### config.mk
export PLATFORM = sky130hd
export DESIGN_NAME = cpu_reg_master
export DESIGN_NICKNAME = d
export VERILOG_FILES = /design/src/rtl/cpu_reg_master.sv
export SDC_FILE = /design/constraint.sdc
export NUM_CORES = 1
export LEC_CHECK = 0
export CAP_MARGIN = 30
export CELL_PAD_IN_SITES_DETAIL_PLACEMENT = 0
export CELL_PAD_IN_SITES_GLOBAL_PLACEMENT = 1
export CORE_MARGIN = 4
export CORE_UTILIZATION = 25
export DETAILED_ROUTE_END_ITERATION = 7
export HOLD_SLACK_MARGIN = 0.15
export PLACE_DENSITY = 0.75
export SETUP_SLACK_MARGIN = 0.15
export SLEW_MARGIN = 20
export SYNTH_ARGS = -nofsm -noshare
export SYNTH_HDL_FRONTEND = slang
export SYNTH_SLANG_ARGS = --single-unit
export TNS_END_PERCENT = 1
### constraint.sdc
create_clock -name clks -period 1.5 [get_ports clks]
set_input_delay 0.45 -clock clks [delete_from_list [all_inputs] [get_ports clks]]
set_output_delay 0.45 -clock clks [all_outputs]
set_load 0.005 [all_outputs]
### src/rtl/cpu_reg_master.sv
// Initiator end of the CPU register bus: accepts one register request at a time,
// issues a single write or read strobe to the slaves, and returns one response.
module cpu_reg_master #(
    parameter int ADDR_WIDTH = 20,
    parameter int RD_LAT     = 2
) (
    input  logic                  clks,
    input  logic                  reset,
    input  logic                  req_vld,
    output logic                  req_rdy,
    input  logic                  req_wr,
    input  logic [ADDR_WIDTH-1:0] req_addr,
    input  logic [31:0]           req_wdata,
    output logic                  rsp_vld,
    input  logic                  rsp_rdy,
    output logic                  rsp_wr,
    output logic [31:0]           rsp_rdata,
    output logic [ADDR_WIDTH-1:0] cpu_addr,
    output logic [31:0]           cpu_data,
    output logic                  cpu_wr,
    output logic                  cpu_rd,
    input  logic [31:0]           cpu_rdata
);

    typedef enum logic [1:0] {IDLE, WR, RD_WAIT, RSP} state_e;

    localparam logic [3:0] RD_LAT_INIT = 4'(RD_LAT);

    // The 4-bit latency counter only covers 1..15; anything else is unusable.
    generate
        if (RD_LAT < 1 || RD_LAT > 15) begin : g_bad_rd_lat
            $fatal(1, "cpu_reg_master: RD_LAT=%0d outside legal range 1..15", RD_LAT);
        end
    endgenerate

    state_e                  state_q,     state_d;
    logic                    req_rdy_q,   req_rdy_d;
    logic                    rsp_vld_q,   rsp_vld_d;
    logic                    rsp_wr_q,    rsp_wr_d;
    logic [31:0]             rsp_rdata_q, rsp_rdata_d;
    logic [ADDR_WIDTH-1:0]   cpu_addr_q,  cpu_addr_d;
    logic [31:0]             cpu_data_q,  cpu_data_d;
    logic                    cpu_wr_q,    cpu_wr_d;
    logic                    cpu_rd_q,    cpu_rd_d;
    logic [3:0]              cnt_q,       cnt_d;

    always_comb begin
        // NOTE: every signal gets a default first so no path through the case infers a latch.
        state_d     = state_q;
        req_rdy_d   = req_rdy_q;
        rsp_vld_d   = rsp_vld_q;
        rsp_wr_d    = rsp_wr_q;
        rsp_rdata_d = rsp_rdata_q;
        cpu_addr_d  = cpu_addr_q;
        cpu_data_d  = cpu_data_q;
        cpu_wr_d    = 1'b0;
        cpu_rd_d    = 1'b0;
        cnt_d       = cnt_q;

        case (state_q)
            IDLE: begin
                if (req_vld) begin
                    cpu_addr_d = req_addr;
                    req_rdy_d  = 1'b0;
                    if (req_wr) begin
                        cpu_data_d = req_wdata;
                        cpu_wr_d   = 1'b1;
                        state_d    = WR;
                    end else begin
                        cpu_rd_d   = 1'b1;
                        cnt_d      = RD_LAT_INIT;
                        state_d    = RD_WAIT;
                    end
                end
            end
            WR: begin
                rsp_vld_d   = 1'b1;
                rsp_wr_d    = 1'b1;
                rsp_rdata_d = 32'h0;
                state_d     = RSP;
            end
            RD_WAIT: begin
                // Sampling on the edge that sees the counter at zero puts capture RD_LAT edges after the strobe edge.
                if (cnt_q == 4'd0) begin
                    rsp_vld_d   = 1'b1;
                    rsp_wr_d    = 1'b0;
                    rsp_rdata_d = cpu_rdata;
                    state_d     = RSP;
                end else begin
                    cnt_d = cnt_q - 4'd1;
                end
            end
            RSP: begin
                if (rsp_rdy) begin
                    rsp_vld_d = 1'b0;
                    req_rdy_d = 1'b1;
                    state_d   = IDLE;
                end
            end
            default: state_d = IDLE;
        endcase
    end

    always_ff @(posedge clks) begin
        // NOTE: non-blocking assignments so every register samples pre-edge values.
        if (reset) begin
            state_q     <= IDLE;
            req_rdy_q   <= 1'b1;
            rsp_vld_q   <= 1'b0;
            rsp_wr_q    <= 1'b0;
            rsp_rdata_q <= 32'h0;
            cpu_addr_q  <= '0;
            cpu_data_q  <= 32'h0;
            cpu_wr_q    <= 1'b0;
            cpu_rd_q    <= 1'b0;
            cnt_q       <= 4'd0;
        end else begin
            state_q     <= state_d;
            req_rdy_q   <= req_rdy_d;
            rsp_vld_q   <= rsp_vld_d;
            rsp_wr_q    <= rsp_wr_d;
            rsp_rdata_q <= rsp_rdata_d;
            cpu_addr_q  <= cpu_addr_d;
            cpu_data_q  <= cpu_data_d;
            cpu_wr_q    <= cpu_wr_d;
            cpu_rd_q    <= cpu_rd_d;
            cnt_q       <= cnt_d;
        end
    end

    assign req_rdy   = req_rdy_q;
    assign rsp_vld   = rsp_vld_q;
    assign rsp_wr    = rsp_wr_q;
    assign rsp_rdata = rsp_rdata_q;
    assign cpu_addr  = cpu_addr_q;
    assign cpu_data  = cpu_data_q;
    assign cpu_wr    = cpu_wr_q;
    assign cpu_rd    = cpu_rd_q;

endmodule

Figure 1. Cell sizes after repair.
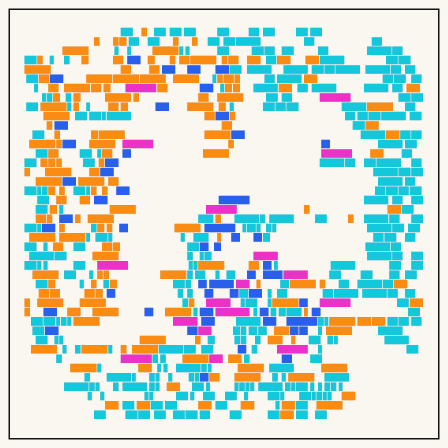
legend:
  _0 and _1 cells:
    colour: cyan
    cells: 329
    share: 58%
  _2 cells:
    colour: orange
    cells: 170
    share: 30%
  _6 and larger:
    colour: magenta
    cells: 17
    share: 3.0%
  _3 and _4 cells:
    colour: blue
    cells: 52
    share: 9.2%
Final Instance Area: 6070 um^2
final worst slack: -0.0941 ns

Figure 2. Ports around the boundary.
Bar = 20 um. Pins as bars across the die edge, other pins in grey.
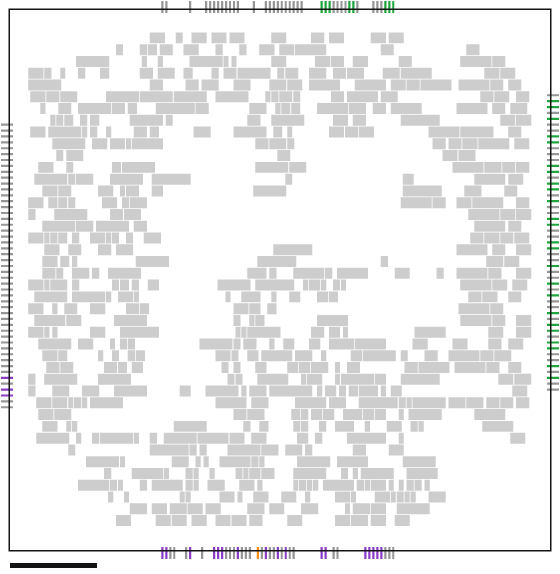
legend:
  req_rdy:
    colour: orange
    pins: 1
    direction: output
    edge: bottom
  req_addr:
    colour: purple
    pins: 20
    direction: input
    edge: 17 bottom, 3 left
  rsp_rdata:
    colour: green
    pins: 32
    direction: output
    edge: 24 right, 8 top
all pins by edge: 51 right, 49 left, 39 bottom, 39 top

==> results.sh <==
# source this file to load flow results
export IMPL_synthTopCellsByCount="111 x nand2_1, 95 x dfxtp_1, 59 x a21oi_1"
export IMPL_antenna_cells=0
export IMPL_track_usage_pct=13.4
export IMPL_top_cell="nand2_1"
export IMPL_syn_area_per_cell_um2=9.11
export IMPL_drt_iter0_markers=128
export IMPL_ant_nets=0
export IMPL_worst_slack_ns=-0.0941
export IMPL_gp_congestion=0.776
export IMPL_rows=42
export IMPL_synthXorXnorAreaFrac_pct=0
export IMPL_worst_slew_pin_slew_ns=0.316
export IMPL_violations="setup timing"
export IMPL_status="finished, violations left"
export IMPL_cts_root_buf="clkbuf_16"
export IMPL_cts_tree="yes"
export IMPL_wl_met3_um=980
export IMPL_fmax_mhz=627
export IMPL_edf_count=0
export IMPL_p_int_uw=5610
export IMPL_postCtsSetupBuffers=0
export IMPL_synth_async_reset_ratio_pct=0
export IMPL_fill_cells=1262
export IMPL_worstSetupPathType="flip-flop to flip-flop"
export IMPL_clk_pin_slew_ns=0.06
export IMPL_viasPerCell=4.44
export IMPL_wirelength_um=10600
export IMPL_timing_hold_worst_start="cpu_addr[8]$_SDFFE_PP0P_"
export IMPL_relSlewSlack_pct=78.9
export IMPL_htreeDepth=3
export IMPL_power_total_uw=8310
export IMPL_swShare_pct=32.5
export IMPL_core_um2=13300
export IMPL_setup_viol=32
export IMPL_period_used_pct=106
export IMPL_startpoint="cnt_q[1]$_SDFFE_PP0P_"
export IMPL_syn2layout_area_growth_pct=78.2
==> registers in the layout (all words and copies together), names as in the netlist <==
register	count
rsp_wr	1
cpu_wr	1
rsp_vld	1
rsp_rdata	32
state_q	2
cpu_data	32
cpu_addr	20
req_rdy	1
cnt_q	4
cpu_rd	1
==> layout make-up <==
type                       instances  share of cell area (%)
timing repair buffer             203                    31.0
clock inverter                     6                   0.639
tap                              176                    3.63
sequential                        95                    32.4
clock buffer                       9                    3.71
inverter                           9                   0.597
multi-input combinational        246                    28.1
==> placed cells by master (no fill, tap or decap), drive strengths merged, types with 2 or more instances in the layout <==
cell	count
nor2	5
clkbuf	9
a22o	31
clkinvlp	2
dfxtp	95
nor3	3
ha	6
o21ai	5
dlygate4sd2	14
buf	62
clkdlybuf4s15	41
clkinv	4
inv	9
clkdlybuf4s50	86
a211oi	2
nand2	112
a21oi	60
and2	2
nand2b	2
==> metal layers <==
layer  global-route usage, %  vias to the layer above
met5                       0                        -
met4                    5.22                        0
met3                    6.00                       12
met2                    22.0                      116
met1                    15.4                     1528
li1                        -                     1651
==> through the flow <==
| step | hold WS (ns) | setup slack [ns] | utilization [%] |
|---|---|---|---|
| global placement | 0.441 | -0.414 | 41.8 |
| floorplan | 0.448 | -0.00594 | - |
| detailed placement | 0.447 | -0.384 | 41.8 |
| global route | 0.463 | -0.138 | 45.7 |
| CTS | 0.453 | -0.0991 | 45.5 |
| finish | 0.453 | -0.0941 | 45.7 |
==> worst max-delay path, cell delays in order (launching register included) <==
cell	delay, ns
dfxtp_2	0.32
inv_2	0.07
ha_4	0.13
or3b_4	0.41
nor3_4	0.22
buf_12	0.20
a22o_1	0.16
